<file path="src/rtl/vga_sync_decoder_if.sv">
// Sync-stream bundle between a sync source / pixel consumer and the decoder.
// Latency: none; this bundle is wiring only.
// Backpressure: none; hsync/vsync arrive every pixel clock and status is always valid.
interface vga_sync_decoder_if;
    logic       hsync_in;
    logic       vsync_in;
    logic [9:0] column;
    logic [9:0] row;
    logic       display_enable;
    logic       locked;
    logic       frame_start;
    logic       h_err;
    logic       v_err;
    logic [7:0] err_count;

    // Source/consumer side: drives the syncs, reads recovered position and status.
    modport master (
        output hsync_in,
        output vsync_in,
        input  column,
        input  row,
        input  display_enable,
        input  locked,
        input  frame_start,
        input  h_err,
        input  v_err,
        input  err_count
    );

    // Decoder side.
    modport slave (
        input  hsync_in,
        input  vsync_in,
        output column,
        output row,
        output display_enable,
        output locked,
        output frame_start,
        output h_err,
        output v_err,
        output err_count
    );
endinterface

</file>
<file path="src/rtl/vga_sync_decoder.sv">
// Recovers raster row/column from active-low hsync/vsync and checks every sync edge against the timing.
// Latency: a sync fall sampled on one edge shows up in row/column/status the following cycle.
// Backpressure: none; the decoder tracks the sync stream every pixel clock and never stalls it.
module vga_sync_decoder #(
    parameter int H_VISIBLE_AREA = 640,
    parameter int H_FRONT_PORCH  = 16,
    parameter int H_SYNC_PULSE   = 96,
    parameter int H_WHOLE_LINE   = 800,
    parameter int V_VISIBLE_AREA = 480,
    parameter int V_FRONT_PORCH  = 10,
    parameter int V_SYNC_PULSE   = 2,
    parameter int V_WHOLE_FRAME  = 525,
    parameter int LOCK_FRAMES    = 2
) (
    input  logic              pixel_clk,
    input  logic              rst_n,
    vga_sync_decoder_if.slave sync_if
);

    localparam logic [1:0] ST_SEARCH  = 2'd0;
    localparam logic [1:0] ST_MEASURE = 2'd1;
    localparam logic [1:0] ST_LOCKED  = 2'd2;

    localparam logic [9:0] H_VIS        = 10'(H_VISIBLE_AREA);
    localparam logic [9:0] V_VIS        = 10'(V_VISIBLE_AREA);
    localparam logic [9:0] H_LAST       = 10'(H_WHOLE_LINE - 1);
    localparam logic [9:0] V_LAST       = 10'(V_WHOLE_FRAME - 1);
    localparam logic [9:0] H_SYNC_START = 10'(H_VISIBLE_AREA + H_FRONT_PORCH);
    localparam logic [9:0] H_SYNC_END   = 10'(H_VISIBLE_AREA + H_FRONT_PORCH + H_SYNC_PULSE);
    localparam logic [9:0] V_SYNC_START = 10'(V_VISIBLE_AREA + V_FRONT_PORCH);
    localparam logic [9:0] V_SYNC_END   = 10'(V_VISIBLE_AREA + V_FRONT_PORCH + V_SYNC_PULSE);
    // The hsync fall is seen one edge after the source sat at the sync start column,
    // so the source has already moved one column further when our load lands.
    localparam logic [9:0] H_LOAD       = 10'(H_VISIBLE_AREA + H_FRONT_PORCH + 1);
    localparam logic [3:0] LOCK_TARGET  = 4'(LOCK_FRAMES);

    logic [9:0] col_q, col_d;
    logic [9:0] row_q, row_d;
    logic [1:0] state_q, state_d;
    logic       hs_prev_q, vs_prev_q;
    logic       h_seen_q, h_seen_d;
    logic [3:0] frame_cnt_q, frame_cnt_d;
    logic       h_err_q, v_err_q;
    logic [7:0] err_cnt_q, err_cnt_d;

    logic       hs_fall, vs_fall;
    logic       exp_h, exp_v;
    logic       checking, h_mis, v_mis;
    logic       col_wrap, frame_end;
    logic [9:0] col_free, row_free;
    logic [3:0] frame_inc;

    // Sync falls, and the sync levels the current position says we should be seeing.
    always_comb begin
        hs_fall  = hs_prev_q & ~sync_if.hsync_in;
        vs_fall  = vs_prev_q & ~sync_if.vsync_in;
        exp_h    = ~((col_q >= H_SYNC_START) && (col_q < H_SYNC_END));
        exp_v    = ~((row_q >= V_SYNC_START) && (row_q < V_SYNC_END));
        checking = (state_q == ST_MEASURE) || (state_q == ST_LOCKED);
        h_mis    = checking && (sync_if.hsync_in != exp_h);
        v_mis    = checking && (sync_if.vsync_in != exp_v);
    end

    // Free-running raster advance, used whenever no sync load overrides it.
    always_comb begin
        col_wrap  = (col_q == H_LAST);
        frame_end = col_wrap && (row_q == V_LAST);
        col_free  = col_wrap ? 10'd0 : col_q + 10'd1;
        row_free  = row_q;
        if (col_wrap) begin
            row_free = (row_q == V_LAST) ? 10'd0 : row_q + 10'd1;
        end
    end

    // Acquisition state machine: load position in SEARCH, verify it in MEASURE/LOCKED.
    always_comb begin
        col_d       = col_free;
        row_d       = row_free;
        state_d     = state_q;
        h_seen_d    = h_seen_q;
        frame_cnt_d = frame_cnt_q;
        frame_inc   = frame_cnt_q + 4'd1;
        case (state_q)
            ST_SEARCH: begin
                if (hs_fall) begin
                    // Column load also freezes the row, even on a would-be wrap edge.
                    col_d    = H_LOAD;
                    row_d    = row_q;
                    h_seen_d = 1'b1;
                end
                // A vsync fall only means something once horizontal phase is known.
                if (vs_fall && h_seen_q) begin
                    row_d       = V_SYNC_START;
                    frame_cnt_d = 4'd0;
                    state_d     = ST_MEASURE;
                end
            end
            ST_MEASURE: begin
                if (h_mis || v_mis) begin
                    state_d  = ST_SEARCH;
                    h_seen_d = 1'b0;
                end else if (frame_end) begin
                    // The partial frame after entry counts as the first clean wrap.
                    frame_cnt_d = frame_inc;
                    if (frame_inc == LOCK_TARGET) begin
                        state_d = ST_LOCKED;
                    end
                end
            end
            ST_LOCKED: begin
                if (h_mis || v_mis) begin
                    state_d  = ST_SEARCH;
                    h_seen_d = 1'b0;
                end
            end
            default: begin
                state_d  = ST_SEARCH;
                h_seen_d = 1'b0;
            end
        endcase
    end

    // Saturating mismatch-event counter; an edge with both errors is one event.
    always_comb begin
        err_cnt_d = err_cnt_q;
        if ((h_mis || v_mis) && (err_cnt_q != 8'hFF)) begin
            err_cnt_d = err_cnt_q + 8'd1;
        end
    end

    // State registers with synchronous active-low reset.
    always_ff @(posedge pixel_clk) begin
        if (!rst_n) begin
            col_q       <= 10'd0;
            row_q       <= 10'd0;
            state_q     <= ST_SEARCH;
            hs_prev_q   <= 1'b1;
            vs_prev_q   <= 1'b1;
            h_seen_q    <= 1'b0;
            frame_cnt_q <= 4'd0;
            h_err_q     <= 1'b0;
            v_err_q     <= 1'b0;
            err_cnt_q   <= 8'd0;
        end else begin
            col_q       <= col_d;
            row_q       <= row_d;
            state_q     <= state_d;
            hs_prev_q   <= sync_if.hsync_in;
            vs_prev_q   <= sync_if.vsync_in;
            h_seen_q    <= h_seen_d;
            frame_cnt_q <= frame_cnt_d;
            h_err_q     <= h_mis;
            v_err_q     <= v_mis;
            err_cnt_q   <= err_cnt_d;
        end
    end

    assign sync_if.column         = col_q;
    assign sync_if.row            = row_q;
    assign sync_if.locked         = (state_q == ST_LOCKED);
    assign sync_if.display_enable = (state_q == ST_LOCKED) && (col_q < H_VIS) && (row_q < V_VIS);
    assign sync_if.frame_start    = (state_q == ST_LOCKED) && (col_q == 10'd0) && (row_q == 10'd0);
    assign sync_if.h_err          = h_err_q;
    assign sync_if.v_err          = v_err_q;
    assign sync_if.err_count      = err_cnt_q;

endmodule
</file>
<file path="src/flat_wrapper.sv">
// flat-port wrapper written by rule: the top's interface ports become plain ports
module vga_sync_decoder_flat 
#(
    parameter int H_VISIBLE_AREA = 640,
    parameter int H_FRONT_PORCH  = 16,
    parameter int H_SYNC_PULSE   = 96,
    parameter int H_WHOLE_LINE   = 800,
    parameter int V_VISIBLE_AREA = 480,
    parameter int V_FRONT_PORCH  = 10,
    parameter int V_SYNC_PULSE   = 2,
    parameter int V_WHOLE_FRAME  = 525,
    parameter int LOCK_FRAMES    = 2
)
  (pixel_clk, rst_n, sync_if_hsync_in, sync_if_vsync_in, sync_if_column, sync_if_row, sync_if_display_enable, sync_if_locked, sync_if_frame_start, sync_if_h_err, sync_if_v_err, sync_if_err_count);
  vga_sync_decoder_if sync_if_i ();
  input  logic pixel_clk;
  input  logic rst_n;
  input wire logic [$bits(sync_if_i.hsync_in)-1:0] sync_if_hsync_in;
  input wire logic [$bits(sync_if_i.vsync_in)-1:0] sync_if_vsync_in;
  output wire logic [$bits(sync_if_i.column)-1:0] sync_if_column;
  output wire logic [$bits(sync_if_i.row)-1:0] sync_if_row;
  output wire logic [$bits(sync_if_i.display_enable)-1:0] sync_if_display_enable;
  output wire logic [$bits(sync_if_i.locked)-1:0] sync_if_locked;
  output wire logic [$bits(sync_if_i.frame_start)-1:0] sync_if_frame_start;
  output wire logic [$bits(sync_if_i.h_err)-1:0] sync_if_h_err;
  output wire logic [$bits(sync_if_i.v_err)-1:0] sync_if_v_err;
  output wire logic [$bits(sync_if_i.err_count)-1:0] sync_if_err_count;
  assign sync_if_i.hsync_in = sync_if_hsync_in;
  assign sync_if_i.vsync_in = sync_if_vsync_in;
  assign sync_if_column = sync_if_i.column;
  assign sync_if_row = sync_if_i.row;
  assign sync_if_display_enable = sync_if_i.display_enable;
  assign sync_if_locked = sync_if_i.locked;
  assign sync_if_frame_start = sync_if_i.frame_start;
  assign sync_if_h_err = sync_if_i.h_err;
  assign sync_if_v_err = sync_if_i.v_err;
  assign sync_if_err_count = sync_if_i.err_count;
  vga_sync_decoder #(.H_VISIBLE_AREA(H_VISIBLE_AREA), .H_FRONT_PORCH(H_FRONT_PORCH), .H_SYNC_PULSE(H_SYNC_PULSE), .H_WHOLE_LINE(H_WHOLE_LINE), .V_VISIBLE_AREA(V_VISIBLE_AREA), .V_FRONT_PORCH(V_FRONT_PORCH), .V_SYNC_PULSE(V_SYNC_PULSE), .V_WHOLE_FRAME(V_WHOLE_FRAME), .LOCK_FRAMES(LOCK_FRAMES)) u_core (.pixel_clk(pixel_clk), .rst_n(rst_n), .sync_if(sync_if_i));
endmodule
</file>
<file path="config.mk">
export PLATFORM = sky130hd
export DESIGN_NAME = vga_sync_decoder_flat
export DESIGN_NICKNAME = d
export VERILOG_FILES = /design/src/rtl/vga_sync_decoder_if.sv /design/src/rtl/vga_sync_decoder.sv /design/src/flat_wrapper.sv
export SDC_FILE = /design/constraint.sdc
export NUM_CORES = 1
export LEC_CHECK = 0
export ABC_CLOCK_PERIOD_IN_PS = 5710
export CORE_MARGIN = 2
export CORE_UTILIZATION = 68
export DETAILED_ROUTE_END_ITERATION = 8
export DONT_BUFFER_PORTS = 1
export PLACE_DENSITY = 0.8
export SETUP_SLACK_MARGIN = 0.02
export SYNTH_ARGS = -nofsm -noshare
export SYNTH_HDL_FRONTEND = slang
export SYNTH_SLANG_ARGS = --single-unit
</file>
<file path="constraint.sdc">
create_clock -name pixel_clk -period 5.71 [get_ports pixel_clk]
set_input_delay 0.571 -clock pixel_clk [delete_from_list [all_inputs] [get_ports pixel_clk]]
set_output_delay 0.571 -clock pixel_clk [all_outputs]
set_load 0.03 [all_outputs]
</file>
### Metal layers overlaid

Scale: 6 px per um. Two of the layers only.
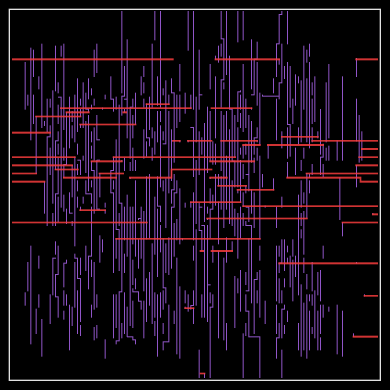
layer	color	wire length
met3	red	414 um
met2	purple	2390 um
per-cell routed wire length: 16.8 um
final wirelength: 5110 um
DR vias: 1998
Total GRT Usage: 28.9%

==> results.json <==
{
  "status": "completed",
  "grt_overflow_total": 0,
  "cts_buffer_depth": 2,
  "leakage_nw": 0.815,
  "crit_start": "u_core.sync_if.row[6]$_SDFFE_PN0P_",
  "rr_startpoint": "u_core.sync_if.row[6]$_SDFFE_PN0P_",
  "start_kind": "flop",
  "yosysMostFrequentCell": "dfxtp_1",
  "setup_viol_count_final": 0,
  "path_cells": "nand4_2 -> o311a_1 -> a2111oi_4 -> a41o_1 -> mux2i_1",
  "drive_above_1_share_pct": 8.49,
  "seq_area_um2": 781,
  "synth-main-ff-cell": "dfxtp_1",
  "io_pins": 37,
  "met1_usage_pct": 36.5,
  "drtPass1Iterations": 4,
  "tap_cells": 44,
  "rsz0062_at_grt": "no",
  "syn2layout_area_growth_pct": 2.33,
  "cts.htree.levels": 2,
  "grt_pass1_wl_um": 8180,
  "cp.depth": 5,
  "yosys.area_share.aoi_pct": 17.6,
  "drt_iter0_markers": 148
}
### Cell placement

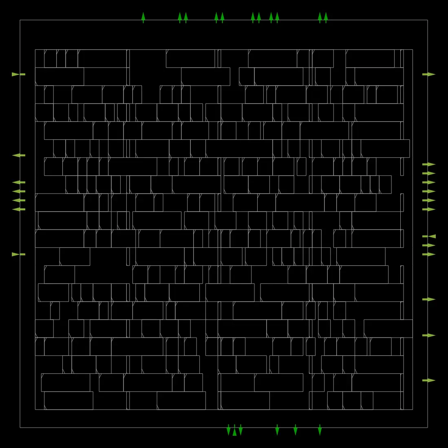
post-layout util: 74.4%
Final Non-Filler Cells: 303

